--- src/rtl/snd_dma_ctrl_pkg.sv ---
// Shared types and constants for the sound DMA controller.
`timescale 1ns/1ps
package snd_dma_ctrl_pkg;

    localparam int unsigned ADDR_W   = 21;
    localparam int unsigned CTL_W    = 2;
    localparam int unsigned CTL_EN   = 0;
    localparam int unsigned CTL_LOOP = 1;

    typedef logic [ADDR_W-1:0] addr_t;

    typedef enum logic [2:0] {
        IDLE = 3'd0,
        LOAD = 3'd1,
        WAIT = 3'd2,
        REQ  = 3'd3,
        ADV  = 3'd4
    } state_e;

endpackage

--- src/rtl/snd_dma_ctrl_if.sv ---
// Host register writes, FIFO/bus handshake and status of the sound DMA controller.
`timescale 1ns/1ps
interface snd_dma_ctrl_if;
    import snd_dma_ctrl_pkg::*;

    logic             ctl_we;
    logic [CTL_W-1:0] ctl_wdata;
    logic             start_we;
    logic             end_we;
    addr_t            addr_wdata;
    logic             fifo_req;
    logic             dma_ack;

    logic             dma_req;
    addr_t            snd;
    logic             sint;
    logic             active;
    logic [CTL_W-1:0] ctl_rdata;

    // Host / bus side
    modport master (
        output ctl_we, ctl_wdata, start_we, end_we, addr_wdata, fifo_req, dma_ack,
        input  dma_req, snd, sint, active, ctl_rdata
    );

    // Controller side
    modport slave (
        input  ctl_we, ctl_wdata, start_we, end_we, addr_wdata, fifo_req, dma_ack,
        output dma_req, snd, sint, active, ctl_rdata
    );

endinterface

--- src/rtl/snd_addr_cnt.sv ---
// Frame word address register: load with the frame start, step by one word.
`timescale 1ns/1ps
module snd_addr_cnt
    import snd_dma_ctrl_pkg::*;
(
    input  logic  clk,
    input  logic  rst_n,
    input  logic  clr_n,
    input  logic  load,
    input  logic  inc,
    input  addr_t load_val,
    output addr_t addr_q,
    output addr_t addr_inc_c
);

    addr_t addr_d;

    // Wrapping increment, also used by the controller for the end compare
    assign addr_inc_c = addr_q + ADDR_W'(1);

    // Next address: soft clear, then load, then increment
    always_comb begin
        addr_d = addr_q;
        if (!clr_n) begin
            addr_d = '0;
        end else if (load) begin
            addr_d = load_val;
        end else if (inc) begin
            addr_d = addr_inc_c;
        end
    end

    // Address register
    always_ff @(posedge clk or negedge rst_n) begin
        if (!rst_n) begin
            addr_q <= '0;
        end else begin
            addr_q <= addr_d;
        end
    end

endmodule

--- src/rtl/snd_dma_ctrl.sv ---
// Sound DMA controller: walks a double-buffered frame of word addresses,
// one bus request per FIFO slot, with optional looping and frame-end pulse.
`timescale 1ns/1ps
module snd_dma_ctrl
    import snd_dma_ctrl_pkg::*;
(
    input  logic          sndclk,
    input  logic          porb,
    input  logic          lresb,
    snd_dma_ctrl_if.slave bus
);

    state_e state_q, state_d;
    addr_t  start_q, start_d;
    addr_t  end_q, end_d;
    addr_t  end_lat_q, end_lat_d;
    logic   en_q, en_d;
    logic   loop_q, loop_d;
    logic   dma_req_q, dma_req_d;
    logic   sint_q, sint_d;
    logic   active_q, active_d;

    logic   cnt_load;
    logic   cnt_inc;
    logic   frame_end;
    addr_t  snd_q;
    addr_t  snd_inc_c;

    snd_addr_cnt u_addr_cnt (
        .clk        (sndclk),
        .rst_n      (porb),
        .clr_n      (lresb),
        .load       (cnt_load),
        .inc        (cnt_inc),
        .load_val   (start_q),
        .addr_q     (snd_q),
        .addr_inc_c (snd_inc_c)
    );

    // Next state, register updates and look-ahead for the registered outputs
    always_comb begin
        state_d   = state_q;
        start_d   = start_q;
        end_d     = end_q;
        end_lat_d = end_lat_q;
        en_d      = en_q;
        loop_d    = loop_q;
        cnt_load  = 1'b0;
        cnt_inc   = 1'b0;
        frame_end = 1'b0;

        if (bus.start_we) start_d = bus.addr_wdata;
        if (bus.end_we)   end_d   = bus.addr_wdata;

        case (state_q)
            IDLE: begin
                if (en_q) state_d = LOAD;
            end
            LOAD: begin
                cnt_load  = 1'b1;
                end_lat_d = end_q;
                if (start_q == end_q) frame_end = 1'b1;
                else                  state_d   = WAIT;
            end
            WAIT: begin
                if (!en_q)             state_d = IDLE;
                else if (bus.fifo_req) state_d = REQ;
            end
            REQ: begin
                if (bus.dma_ack) state_d = ADV;
            end
            ADV: begin
                if (snd_inc_c == end_lat_q) begin
                    frame_end = 1'b1;
                end else begin
                    cnt_inc = 1'b1;
                    state_d = en_q ? WAIT : IDLE;
                end
            end
            default: state_d = IDLE;
        endcase

        // Frame end: restart only if looping and the host has not disabled us
        if (frame_end) begin
            if (loop_q && en_q) begin
                state_d = LOAD;
            end else begin
                en_d    = 1'b0;
                state_d = IDLE;
            end
        end

        // A host control write overrides the automatic enable clear
        if (bus.ctl_we) begin
            en_d   = bus.ctl_wdata[CTL_EN];
            loop_d = bus.ctl_wdata[CTL_LOOP];
        end

        if (!lresb) begin
            state_d   = IDLE;
            start_d   = '0;
            end_d     = '0;
            end_lat_d = '0;
            en_d      = 1'b0;
            loop_d    = 1'b0;
            cnt_load  = 1'b0;
            cnt_inc   = 1'b0;
        end

        // sint is high during the LOAD or ADV cycle that ends the frame
        dma_req_d = (state_d == REQ);
        active_d  = (state_d != IDLE);
        sint_d    = ((state_d == LOAD) && (start_d == end_d)) ||
                    ((state_d == ADV)  && (snd_inc_c == end_lat_q));
    end

    // State and register bank
    always_ff @(posedge sndclk or negedge porb) begin
        if (!porb) begin
            state_q   <= IDLE;
            start_q   <= '0;
            end_q     <= '0;
            end_lat_q <= '0;
            en_q      <= 1'b0;
            loop_q    <= 1'b0;
            dma_req_q <= 1'b0;
            sint_q    <= 1'b0;
            active_q  <= 1'b0;
        end else begin
            state_q   <= state_d;
            start_q   <= start_d;
            end_q     <= end_d;
            end_lat_q <= end_lat_d;
            en_q      <= en_d;
            loop_q    <= loop_d;
            dma_req_q <= dma_req_d;
            sint_q    <= sint_d;
            active_q  <= active_d;
        end
    end

    assign bus.dma_req   = dma_req_q;
    assign bus.snd       = snd_q;
    assign bus.sint      = sint_q;
    assign bus.active    = active_q;
    assign bus.ctl_rdata = {loop_q, en_q};

endmodule
--- src/flat_wrapper.sv ---
// flat-port wrapper written by rule: the top's interface ports become plain ports
module snd_dma_ctrl_flat import snd_dma_ctrl_pkg::*;
  (sndclk, porb, lresb, bus_ctl_we, bus_ctl_wdata, bus_start_we, bus_end_we, bus_addr_wdata, bus_fifo_req, bus_dma_ack, bus_dma_req, bus_snd, bus_sint, bus_active, bus_ctl_rdata);
  snd_dma_ctrl_if bus_i ();
  input  logic sndclk;
  input  logic porb;
  input  logic lresb;
  input wire logic [$bits(bus_i.ctl_we)-1:0] bus_ctl_we;
  input wire logic [$bits(bus_i.ctl_wdata)-1:0] bus_ctl_wdata;
  input wire logic [$bits(bus_i.start_we)-1:0] bus_start_we;
  input wire logic [$bits(bus_i.end_we)-1:0] bus_end_we;
  input wire logic [$bits(bus_i.addr_wdata)-1:0] bus_addr_wdata;
  input wire logic [$bits(bus_i.fifo_req)-1:0] bus_fifo_req;
  input wire logic [$bits(bus_i.dma_ack)-1:0] bus_dma_ack;
  output wire logic [$bits(bus_i.dma_req)-1:0] bus_dma_req;
  output wire logic [$bits(bus_i.snd)-1:0] bus_snd;
  output wire logic [$bits(bus_i.sint)-1:0] bus_sint;
  output wire logic [$bits(bus_i.active)-1:0] bus_active;
  output wire logic [$bits(bus_i.ctl_rdata)-1:0] bus_ctl_rdata;
  assign bus_i.ctl_we = bus_ctl_we;
  assign bus_i.ctl_wdata = bus_ctl_wdata;
  assign bus_i.start_we = bus_start_we;
  assign bus_i.end_we = bus_end_we;
  assign bus_i.addr_wdata = bus_addr_wdata;
  assign bus_i.fifo_req = bus_fifo_req;
  assign bus_i.dma_ack = bus_dma_ack;
  assign bus_dma_req = bus_i.dma_req;
  assign bus_snd = bus_i.snd;
  assign bus_sint = bus_i.sint;
  assign bus_active = bus_i.active;
  assign bus_ctl_rdata = bus_i.ctl_rdata;
  snd_dma_ctrl u_core (.sndclk(sndclk), .porb(porb), .lresb(lresb), .bus(bus_i));
endmodule
--- config.mk ---
export PLATFORM = sky130hd
export DESIGN_NAME = snd_dma_ctrl_flat
export DESIGN_NICKNAME = d
export VERILOG_FILES = /design/src/rtl/snd_dma_ctrl_pkg.sv /design/src/rtl/snd_dma_ctrl_if.sv /design/src/rtl/snd_addr_cnt.sv /design/src/rtl/snd_dma_ctrl.sv /design/src/flat_wrapper.sv
export SDC_FILE = /design/constraint.sdc
export NUM_CORES = 1
export LEC_CHECK = 0
export CAP_MARGIN = 20
export CORE_MARGIN = 3
export CORE_UTILIZATION = 47
export DETAILED_ROUTE_END_ITERATION = 8
export GPL_TIMING_DRIVEN = 0
export PLACE_DENSITY = 0.65
export SLEW_MARGIN = 20
export SYNTH_ARGS = -nofsm -noshare
export SYNTH_HDL_FRONTEND = slang
export SYNTH_SLANG_ARGS = --single-unit
export TNS_END_PERCENT = 10
--- constraint.sdc ---
create_clock -name sndclk -period 5 [get_ports sndclk]
set_input_delay 0.75 -clock sndclk [delete_from_list [all_inputs] [get_ports sndclk]]
set_output_delay 0.75 -clock sndclk [all_outputs]
set_load 0.01 [all_outputs]
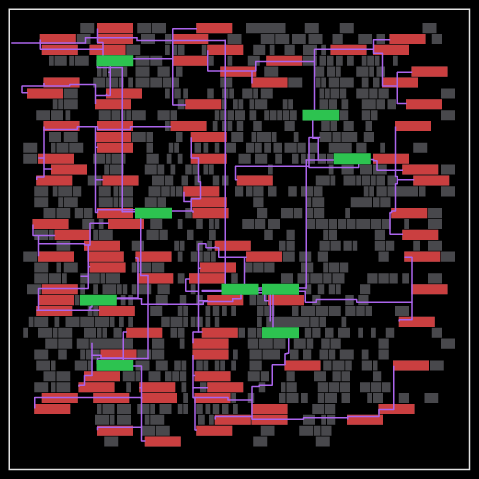
Run 1: clock distribution
(4 px per µm)
- clock-net drivers: green (count 9)
- flip-flops: red (count 92)
- clock wires: purple (length 1270 µm)
- flops lie: all over the die
Clock net power: 0.766 mW
clk ins delay skew pair: 0.35 ns

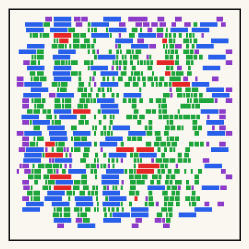
Run 1: placement by cell class
(2 px per µm)
- registers: blue (cells 92; share of their area 36%)
- clock drivers and dummy loads: red (cells 16; share of their area 5.2%)
- remaining buffers and delay cells: purple (cells 102; share of their area 12%)
- remaining logic cells: green (cells 476; share of their area 47%)
Seq/total area: 34.7%
Core ar.: 11500 µm²
number of cell rows: 39

==> job_summary.md, run 1 <==
## PnR job results

| Metric | Value |
|---|---|
| Die Size | `13200 µm²` |
| Height of the die | `115 µm` |
| Final Cell Area | `6630 µm²` |
| Unique cell types | `56` |
| Met2 Usage GRT | `41.4%` |
| Total stage count of the critical path | `12` |
| WL met1 | `7050 µm` |
| Cell mode on critical path | `buf_4` |
| Critical-path cell list | `ha_1 -> nand3_1 -> clkbuf_1 -> o21ai_0 -> o2111ai_1 -> nor4_1 -> nand4_1 -> nor3_4 -> buf_4 -> buf_4 -> o31ai_1 -> a31oi_1` |
| Dpl cells | `813` |
| GRT overflow | `0` |
| Min cycle time layout | `3.62 ns` |
| Antenna Cells | `0` |
| CP endpoint kind | `flop` |
| CTS sink cnt | `92` |
| Cell area after synthesis | `5550 µm²` |
| VDD IR max | `237 µV` |
| DP HPWL | `12400 µm` |
| GR Layer Usage met1 | `35.3%` |
| Total power | `1.89 mW` |
| Largest net degree at the start of global routing | `61` |
| Top Consumer | `registers` |
| Top logic family | `simple AND/OR/NAND/NOR gates` |
| CTS tree | `done` |
| Final Util | `57.8%` |
| Final setup margin | `1.38 ns` |
| H-tree levels | `3` |
| I/O pin total | `57` |
| Synthesis Warnings | `0` |
| And+or+nand+nor area frac | `22.2%` |
| Logic pwr share | `16.1%` |
| Dpl cell area | `6300 µm²` |
| CP top delay family | `simple AND/OR/NAND/NOR gates` |
| CTS buffer count | `9` |
| Width of the die | `115 µm` |
| Gpl congestion | `0.950` |
| Ao+oa area frac | `13.4%` |
| Initial antenna violation count | `0` |
| Sequential fraction of design power | `43.2%` |
| Clock share of power | `40.6%` |
| Clock Skew | `0.00685 ns` |
| Crit path launch | `u_core.u_addr_cnt.addr_q[0]$_DFFE_PN0P_` |
| Crit Reg-Reg Endpoint | `u_core.u_addr_cnt.addr_q[15]$_DFFE_PN0P_` |
| Worst Tran Pin Value | `0.815 ns` |
| Number of synthesized register bits | `92` |
| GRT busiest layer | `met2` |
| FF-to-FF Start | `u_core.u_addr_cnt.addr_q[0]$_DFFE_PN0P_` |
| Net Sw Power | `0.508 mW` |
| Cells resized by post-CTS repair | `0` |
| Worst-path clk slew | `0.07 ns` |
| Status | `finished, final reports clean` |
| Post-CTS setup buffer count | `0` |
| Chip Area, Yosys | `5550 µm²` |
| Layout Cells excl Fill | `829` |
| Hold WS | `0.353 ns` |
| Comb. pwr | `0.304 mW` |
| Fraction of layout cells with a size suffix above 1 | `5.98%` |
| Place WS | `1.41 ns` |
| Required time of the critical path | `5.25 ns` |
| Hold Fails Final Rpt | `0` |
| Setup TNS | `0 ns` |
| Max Cap Viol | `0` |
| Mux cell area share | `7.93%` |
| Fin. max-slew vios | `0` |
| Stage-log warning count | `26` |
| Comb area | `3020 µm²` |
| Fillcell total | `1052` |
| DRC violations left | `0` |
| Switching Share | `27.0%` |
| CP bufs+invs | `3` |
| Commonest flop | `dfrtp_1` |
| Top metal layer carrying routed signals | `met4` |
| End point of the critical path | `u_core.u_addr_cnt.addr_q[15]$_DFFE_PN0P_` |
| Tot GR Track Use | `25.6%` |
| CP Class | `reg -> reg` |
| Final Cycle Share | `72.4%` |
| Floorplan Utilization | `48.4%` |
| Longest Clk Path Bufs | `2` |
| Cell Pwr Density | `284 nW/µm²` |
| Worst r2r path cells | `12` |
| Critical Path Max Stage Delay | `0.48 ns` |
| DRT antenna net count | `0` |
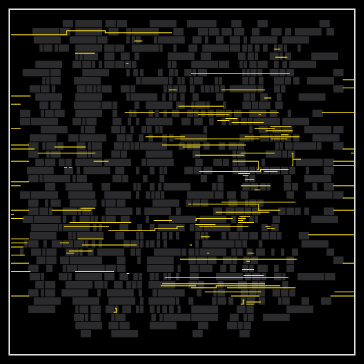
Run 1: met3 routing
(3 px per µm) Cells faint in the background.
- main direction: horizontal
- longest straight run: 40.9 µm
- nets with wire on the layer: 95
- wire length on this layer: 1130 µm
- share of all routed wire: 7.0%
Routed WL: 16300 µm
DR vias: 4945
M3 GR Usage: 3.07%

-- run 1: area by class of cell --
type	instances	share of cell area [%]
inverters	4	0.226
flip-flops and latches	92	34.7
well taps	143	2.70
clock inverters	5	1.23
multi-input cells	472	45.6
plain buffers	47	3.19
repair buffers	55	8.53
clock buffers	11	3.81
-- run 1: placed cells by master, fill, tap and decap left out, types with 13 or more instances in the layout --
cell type and count:
a31oi_1 15, nand4_1 20, dfrtp_1 92, clkbuf_1 27, nand3_1 13, nor2_1 59, xnor2_1 54, o31ai_1 14
nand2_1 66, a21oi_1 28, xor2_1 14, nor3_1 19, clkdlybuf4s50_1 53, o21ai_0 30, or4_1 14, mux2i_1 44
-- run 1: synth_stat cells (7+ instances only) --
cell type | instances | share of area (%)
nand4_1 | 20 | 2.3
nand2b_1 | 7 | 0.79
nor4_1 | 9 | 1.0
nor2_1 | 59 | 4.0
a21oi_1 | 28 | 2.5
clkbuf_1 | 27 | 1.8
or4_1 | 14 | 1.9
nand2_1 | 66 | 4.5
a31oi_1 | 15 | 1.7
mux2i_1 | 44 | 7.9
or3_1 | 9 | 1.0
buf_2 | 7 | 0.63
nor3_1 | 19 | 1.7
buf_4 | 7 | 0.95
o21ai_0 | 30 | 2.7
xnor2_1 | 54 | 8.5
o31ai_1 | 14 | 1.9
dfrtp_1 | 92 | 41
xor2_1 | 14 | 2.2
nand3_1 | 13 | 1.2
-- run 1: flip-flops by register name, summed over array words and instances, names as in the netlist --
signal,count
u_core.end_lat_q,21
u_core.end_q,21
u_core.start_q,21
u_core.u_addr_cnt.addr_q,21
u_core.state_q,3
u_core.bus.active,1
u_core.bus.dma_req,1
u_core.bus.sint,1
u_core.en_q,1
u_core.loop_q,1
Run 1, the clock network:
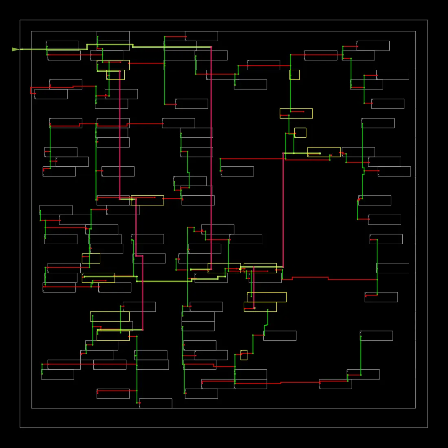

--- run 2 (diff from run 1) ---
==> constraint.sdc (replaced) <==
create_clock -name sndclk -period 3.5 [get_ports sndclk]
set_input_delay 0.525 -clock sndclk [delete_from_list [all_inputs] [get_ports sndclk]]
set_output_delay 0.525 -clock sndclk [all_outputs]
set_load 0.01 [all_outputs]
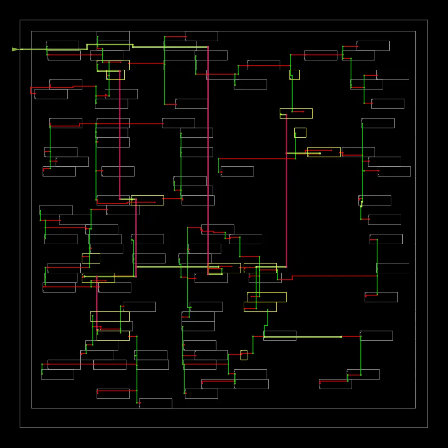
Run 2: the clock network
flop count: 92
CTS buffer count: 9
Clock net power: 1.09 mW

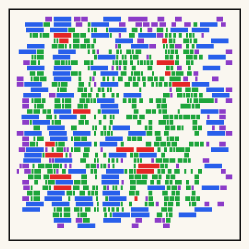
Run 2: placement by cell class
(2 px per µm)
- clock drivers and dummy loads: red (cells 16; share of their area 5.2%)
- registers: blue (cells 92; share of their area 36%)
- remaining buffers and delay cells: purple (cells 103; share of their area 12%)
- remaining logic cells: green (cells 476; share of their area 47%)

==> run 2 against run 1 <==
Final cell count increased by 0.12%. Global-route usage increased by 0.089 points. Combinational power increased by 43%. Largest power group unchanged. Highest routed layer unchanged.
==> job_summary.md, run 2 <==
## PnR job results

| Metric | Value |
|---|---|
| Status | `finished, final reports clean` |
| Width of the die | `115 µm (unchanged)` |
| Final setup margin | `0.182 ns (-1.20 ns)` |
| Cell Pwr Density | `404 nW/µm² (+42%)` |
| CP Class | `reg -> reg` |
| Required time of the critical path | `3.74 ns (-1.51 ns)` |
| Number of synthesized register bits | `92 (unchanged)` |
| Net Sw Power | `0.721 mW (+42%)` |
| Max Cap Viol | `0 (unchanged)` |
| DR vias | `4950 (+0.10%)` |
| Dominant cell area share | `41.5% (unchanged)` |
| Fin. max-slew vios | `0 (unchanged)` |
| Mux cell area share | `7.93% (unchanged)` |
| Synthesis Warnings | `0 (unchanged)` |
| Unique cell types | `56 (unchanged)` |
| Cell mode on critical path | `buf_4` |
| GRT overflow | `0 (unchanged)` |
| Cell area after synthesis | `5550 µm² (unchanged)` |
| M3 GR Usage | `3.07% (unchanged)` |
| Sequential fraction of design power | `43.3% (about the same)` |
| Place WS | `-0.0877 ns (-1.50 ns)` |
| Worst Tran Pin Value | `0.818 ns (+0.00315 ns)` |
| Most frequent cell after synthesis | `dfrtp_1` |
| DRC violations left | `0 (unchanged)` |
| Critical Path Max Stage Delay | `0.44 ns (-0.04 ns)` |
| Chip Area, Yosys | `5550 µm² (unchanged)` |
| And+or+nand+nor area frac | `22.2% (unchanged)` |
| Most frequent logic cell in the layout | `dfrtp_1` |
| Clock share of power | `40.5% (about the same)` |
| Final Cycle Share | `94.8% (+22 points)` |
| Gpl congestion | `0.950 (unchanged)` |
| Fraction of layout cells with a size suffix above 1 | `6.84% (+0.86 points)` |
| I/O pin total | `57 (unchanged)` |
| Initial antenna violation count | `0 (unchanged)` |
| WL met1 | `7060 µm (+0.14%)` |
| Worst-path clk slew | `0.07 ns (about the same)` |
| Stage-log warning count | `26 (unchanged)` |
| Tot GR Track Use | `25.7% (+0.089 points)` |
| Final Cell Area | `6660 µm² (+0.40%)` |
| Top logic family | `simple AND/OR/NAND/NOR gates` |
| Min cycle time layout | `3.32 ns (-0.303 ns)` |
run 2: final timing paths:
path | end | cells after the start | from | slack [ns]
min in group sndclk | u_core.end_lat_q[15]$_DFFE_PN0P_ | 2 | u_core.end_lat_q[15]$_DFFE_PN0P_ | 0.54
setup reg to reg | u_core.u_addr_cnt.addr_q[15]$_DFFE_PN0P_ | 11 | u_core.u_addr_cnt.addr_q[1]$_DFFE_PN0P_ | 0.18
hold reg to reg | u_core.end_lat_q[15]$_DFFE_PN0P_ | 2 | u_core.end_lat_q[15]$_DFFE_PN0P_ | 0.54
hold / removal | u_core.bus.dma_req$_DFF_PN0_ | 1 | porb | 0.13
max in group asynchronous | u_core.u_addr_cnt.addr_q[17]$_DFFE_PN0P_ | 2 | porb | 2.72
setup / recovery | u_core.u_addr_cnt.addr_q[15]$_DFFE_PN0P_ | 11 | u_core.u_addr_cnt.addr_q[1]$_DFFE_PN0P_ | 0.18
run 2: power by group through the flow:
stage               clock network, mW  registers [mW]  logic, mW
finish                           1.09            1.16      0.435
global route                     1.15            1.17      0.472
CTS                              1.11            1.16      0.434
detailed placement                  0            1.18      0.430
global placement                    0            1.18      0.419
floorplan                           0            1.17      0.258
run 2: cell type report:
class	count	share of cell area, %
plain buffers	47	3.19
clock buffers	11	3.80
clock inverters	5	1.22
inverters	4	0.226
multi-input cells	472	45.7
flip-flops and latches	92	34.6
well taps	143	2.69
repair buffers	56	8.61
run 2: repair_timing:
item                                   CTS  global route
endpoints found under the hold margin    0             0
resized                                  1             7
setup endpoints to repair               18            20
buffers inserted                         1             0
pin swaps                                1             0
run 2: stage by stage:
stage / std cells / hold slack, ns
2_1_floorplan: 615 / 0.229
3_3_place_gp: 812 / 0.534
3_5_place_dp: 813 / 0.515
4_1_cts: 830 / 0.144
5_1_grt: 830 / 0.169
6_report: 830 / 0.127
Run 2, met3 routing:
(3 px per µm) Cells faint in the background.
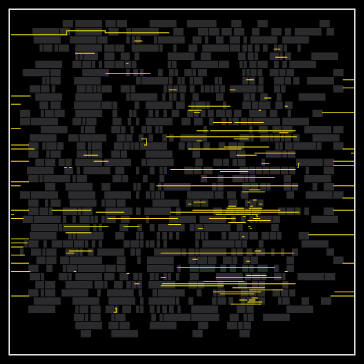

--- run 3 (diff from run 2) ---
--- a/config.mk
+++ b/config.mk
@@ -9,8 +9,9 @@
 export CORE_MARGIN = 3
 export CORE_UTILIZATION = 47
 export DETAILED_ROUTE_END_ITERATION = 8
+export DONT_BUFFER_PORTS = 1
 export GPL_TIMING_DRIVEN = 0
-export PLACE_DENSITY = 0.65
+export PLACE_DENSITY = 0.59
 export SLEW_MARGIN = 20
 export SYNTH_ARGS = -nofsm -noshare
 export SYNTH_HDL_FRONTEND = slang
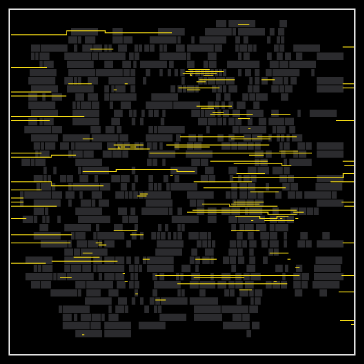
Run 3: met3 routing
(3 px per µm) Cells faint in the background.
- share of all routed wire: 7.3%
- main direction: horizontal
- nets with wire on the layer: 87
DR vias: 4695
M3 GR Usage: 4.92%

==> run 3 against run 2 <==
Clock skew is 0.0033 ns lower. Largest power group unchanged. Register-to-register slack barely moved. First-iteration DRC count is 2.6% lower. Clock-buffer cell count fell by 1. Utilization is 4.5 points lower. Critical path type unchanged. Sequential share of layout area is 2.9 points higher. Combinational power shrank 18%.
==> job_summary.md, run 3 <==
## PnR job results

| Metric | Value |
|---|---|
| Initial antenna violation count | `0 (unchanged)` |
| Routed wl met2 | `7450 µm` |
| Gpl congestion | `0.912 (-4.0%)` |
| Fmax | `301 MHz` |
| Ao+oa area frac | `13.4%` |
| Syn nets | `647` |
| Worst Tran Pin Value | `0.839 ns (+0.0208 ns)` |
| Width of the die | `115 µm (unchanged)` |
| Synth Area in Adders | `0.225%` |
| Post-synthesis cell count from yosys | `615` |
| Mux cell area share | `7.93% (unchanged)` |
| Sequential area share after synthesis | `41.5%` |
| Height of the die | `115 µm` |
| Synthesis Warnings | `0 (unchanged)` |
| Dpl cells | `758 (-6.8%)` |
| Largest net degree at the start of global routing | `93` |
| Mean post-synth cell area | `9.03 µm²` |
| Clock net power | `1.10 mW (about the same)` |
| Hold WS | `0.0646 ns (-0.0628 ns)` |
| Stage-log warning count | `26 (unchanged)` |
| DRT iter0 DRCs | `336` |
| Cell Pwr Density | `428 nW/µm² (+6.0%)` |
| Via density | `6.03` |
| Max Cap Viol | `0 (unchanged)` |
| I/O pin total | `57 (unchanged)` |
| H-tree levels | `3` |
| Unique cell types | `56 (unchanged)` |
| Number of synthesized register bits | `92 (unchanged)` |
| Place WS | `-0.200 ns (-0.112 ns)` |
| CP Class | `reg -> reg` |
| Most instantiated logic cells after routing | `90 x dfrtp_1, 66 x nand2_1, 58 x nor2_1` |
| Critical Path Max Stage Delay | `0.47 ns (+0.03 ns)` |
| Cell area after synthesis | `5550 µm² (unchanged)` |
| CTS buffer count | `9 (unchanged)` |
| Top Consumer | `registers` |
| VDD IR max | `289 µV` |
| DR WL/cell | `21.0 µm` |
| DRC violations left | `0 (unchanged)` |
| CP endpoint kind | `flop` |
| Seq pwr | `1.17 mW (about the same)` |
| RSZ-0062 raised after global routing | `no` |
| Top logic family | `simple AND/OR/NAND/NOR gates` |
| WL met1 | `7070 µm (+0.18%)` |
| Commonest flop | `dfrtp_1` |
| Layout Cells excl Fill | `778 (-6.3%)` |
| Leakage power | `2.44 nW` |
| GRT overflow | `0 (unchanged)` |
| GR Layer Usage met1 | `35.4%` |
| Clock share of power | `41.7% (+1.2 points)` |
| Floorplan Utilization | `48.4%` |
| Final Cell Area | `6140 µm² (-7.8%)` |
| Chip Area, Yosys | `5550 µm² (unchanged)` |
| Min cycle time layout | `3.32 ns (+0.00217 ns)` |
| Worst-path clk slew | `0.07 ns (about the same)` |
| P_int | `1.90 mW` |
| Tot GR Track Use | `26.3% (+0.63 points)` |
| Status | `finished, final reports clean` |
| Most frequent cell after synthesis | `dfrtp_1` |
| Most frequent logic cell in the layout | `dfrtp_1` |
| Final setup margin | `0.180 ns (-0.00217 ns)` |
| CTS tree | `done` |
| Required time of the critical path | `3.75 ns (about the same)` |
| Fin. max-slew vios | `0 (unchanged)` |
| Dominant cell area share | `41.5% (unchanged)` |
| Dpl cell area | `5730 µm²` |
| Net Sw Power | `0.727 mW (+0.77%)` |
| Comb. pwr | `0.358 mW (-18%)` |
| And+or+nand+nor area frac | `22.2% (unchanged)` |
| Sequential fraction of design power | `44.7% (+1.4 points)` |
| Final Cycle Share | `94.9% (about the same)` |
| Fraction of layout cells with a size suffix above 1 | `7.87% (+1.0 points)` |
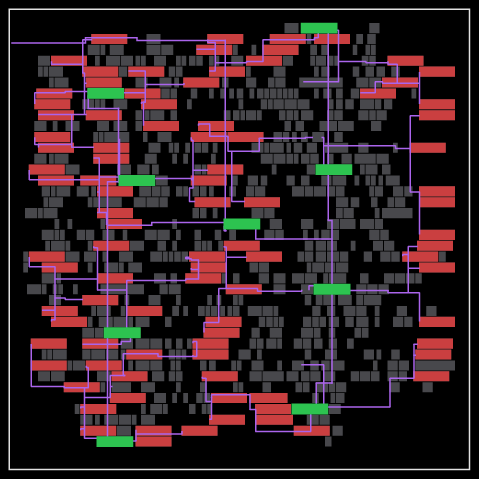
Run 3: clock distribution
(4 px per µm)
- clock-net drivers: green (count 9)
- clock wires: purple (length 1310 µm)
- flip-flops: red (count 92)
- routed clock nets: 10
- flops lie: all over the die

-- run 3: cell counts after synthesis --
No cell type changed its count.
-- run 3: worst paths after layout --
check / slack (ns) / cells past startpoint / start / to
setup / recovery: 0.18 / 12 / u_core.u_addr_cnt.addr_q[0]$_DFFE_PN0P_ / u_core.u_addr_cnt.addr_q[15]$_DFFE_PN0P_
max in group asynchronous: 3.05 / 1 / porb / u_core.u_addr_cnt.addr_q[1]$_DFFE_PN0P_
min in group sndclk: 0.34 / 2 / bus_ctl_wdata[1] / u_core.loop_q$_DFFE_PN0P_
hold / removal: 0.06 / 1 / porb / u_core.u_addr_cnt.addr_q[5]$_DFFE_PN0P_
hold reg to reg: 0.54 / 2 / u_core.end_lat_q[17]$_DFFE_PN0P_ / u_core.end_lat_q[17]$_DFFE_PN0P_
setup reg to reg: 0.18 / 12 / u_core.u_addr_cnt.addr_q[0]$_DFFE_PN0P_ / u_core.u_addr_cnt.addr_q[15]$_DFFE_PN0P_
-- run 3: final cells by class --
class                           instances  area, µm²  area share [%]
Clock inverter                          6       93.8            1.53
Tap cell                              143        179            2.91
Sequential cell                        92       2300            37.5
Timing Repair Buffer                    4       50.0           0.815
Inverter                                4       15.0           0.244
Multi-Input combinational cell        472       3050            49.6
Clock buffer                           10        239            3.89
Buffer                                 47        213            3.46
-- run 3: cell families (layout without fill, tap and decap cells) --
family                   Yosys count  count (layout)
XOR/XNOR                          68              68
adder cells (fa/ha/maj)            1               1
flip-flops                        92              92
AND-OR/OR-AND                    118             118
AND/OR/NAND/NOR                  241             241
multiplexers                      44              44
buffers and inverters             51              71
-- run 3: timing repair --
item	4_1_cts	5_1_grt
resized	2	8
hold endpoints to repair	92	0
setup endpoints to repair	20	21
pin swaps	1	3
cloned	0	0
hold buffers	1	0
setup buffers	1	2

==> screenshots <==
Nets reached from selected ports.
(4 px per µm)
(a)
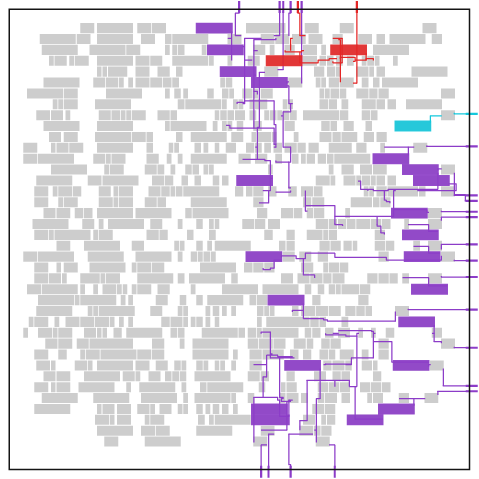
(b)
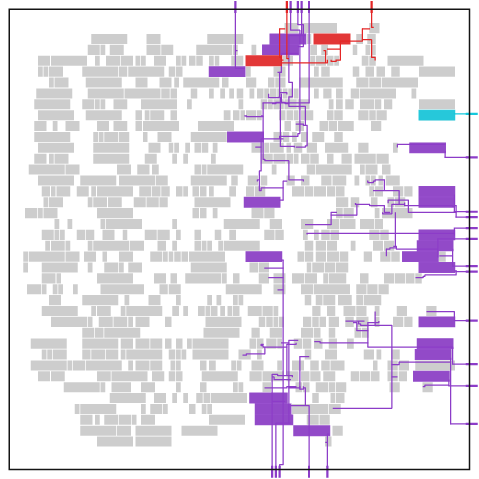
(b): run 3
(a): run 2

Key to (b):
- bus_snd: purple (bits 21; direction output; edge 11 right, 5 bottom, 5 top; end cells 21; wire 896 µm)
- bus_sint: cyan (bits 1; direction output; edge right; end cells 1; wire 3.60 µm)
- bus_ctl_rdata: red (bits 2; direction output; edge top; end cells 2; wire 72.5 µm)

Power and IR drop assume default switching activity.
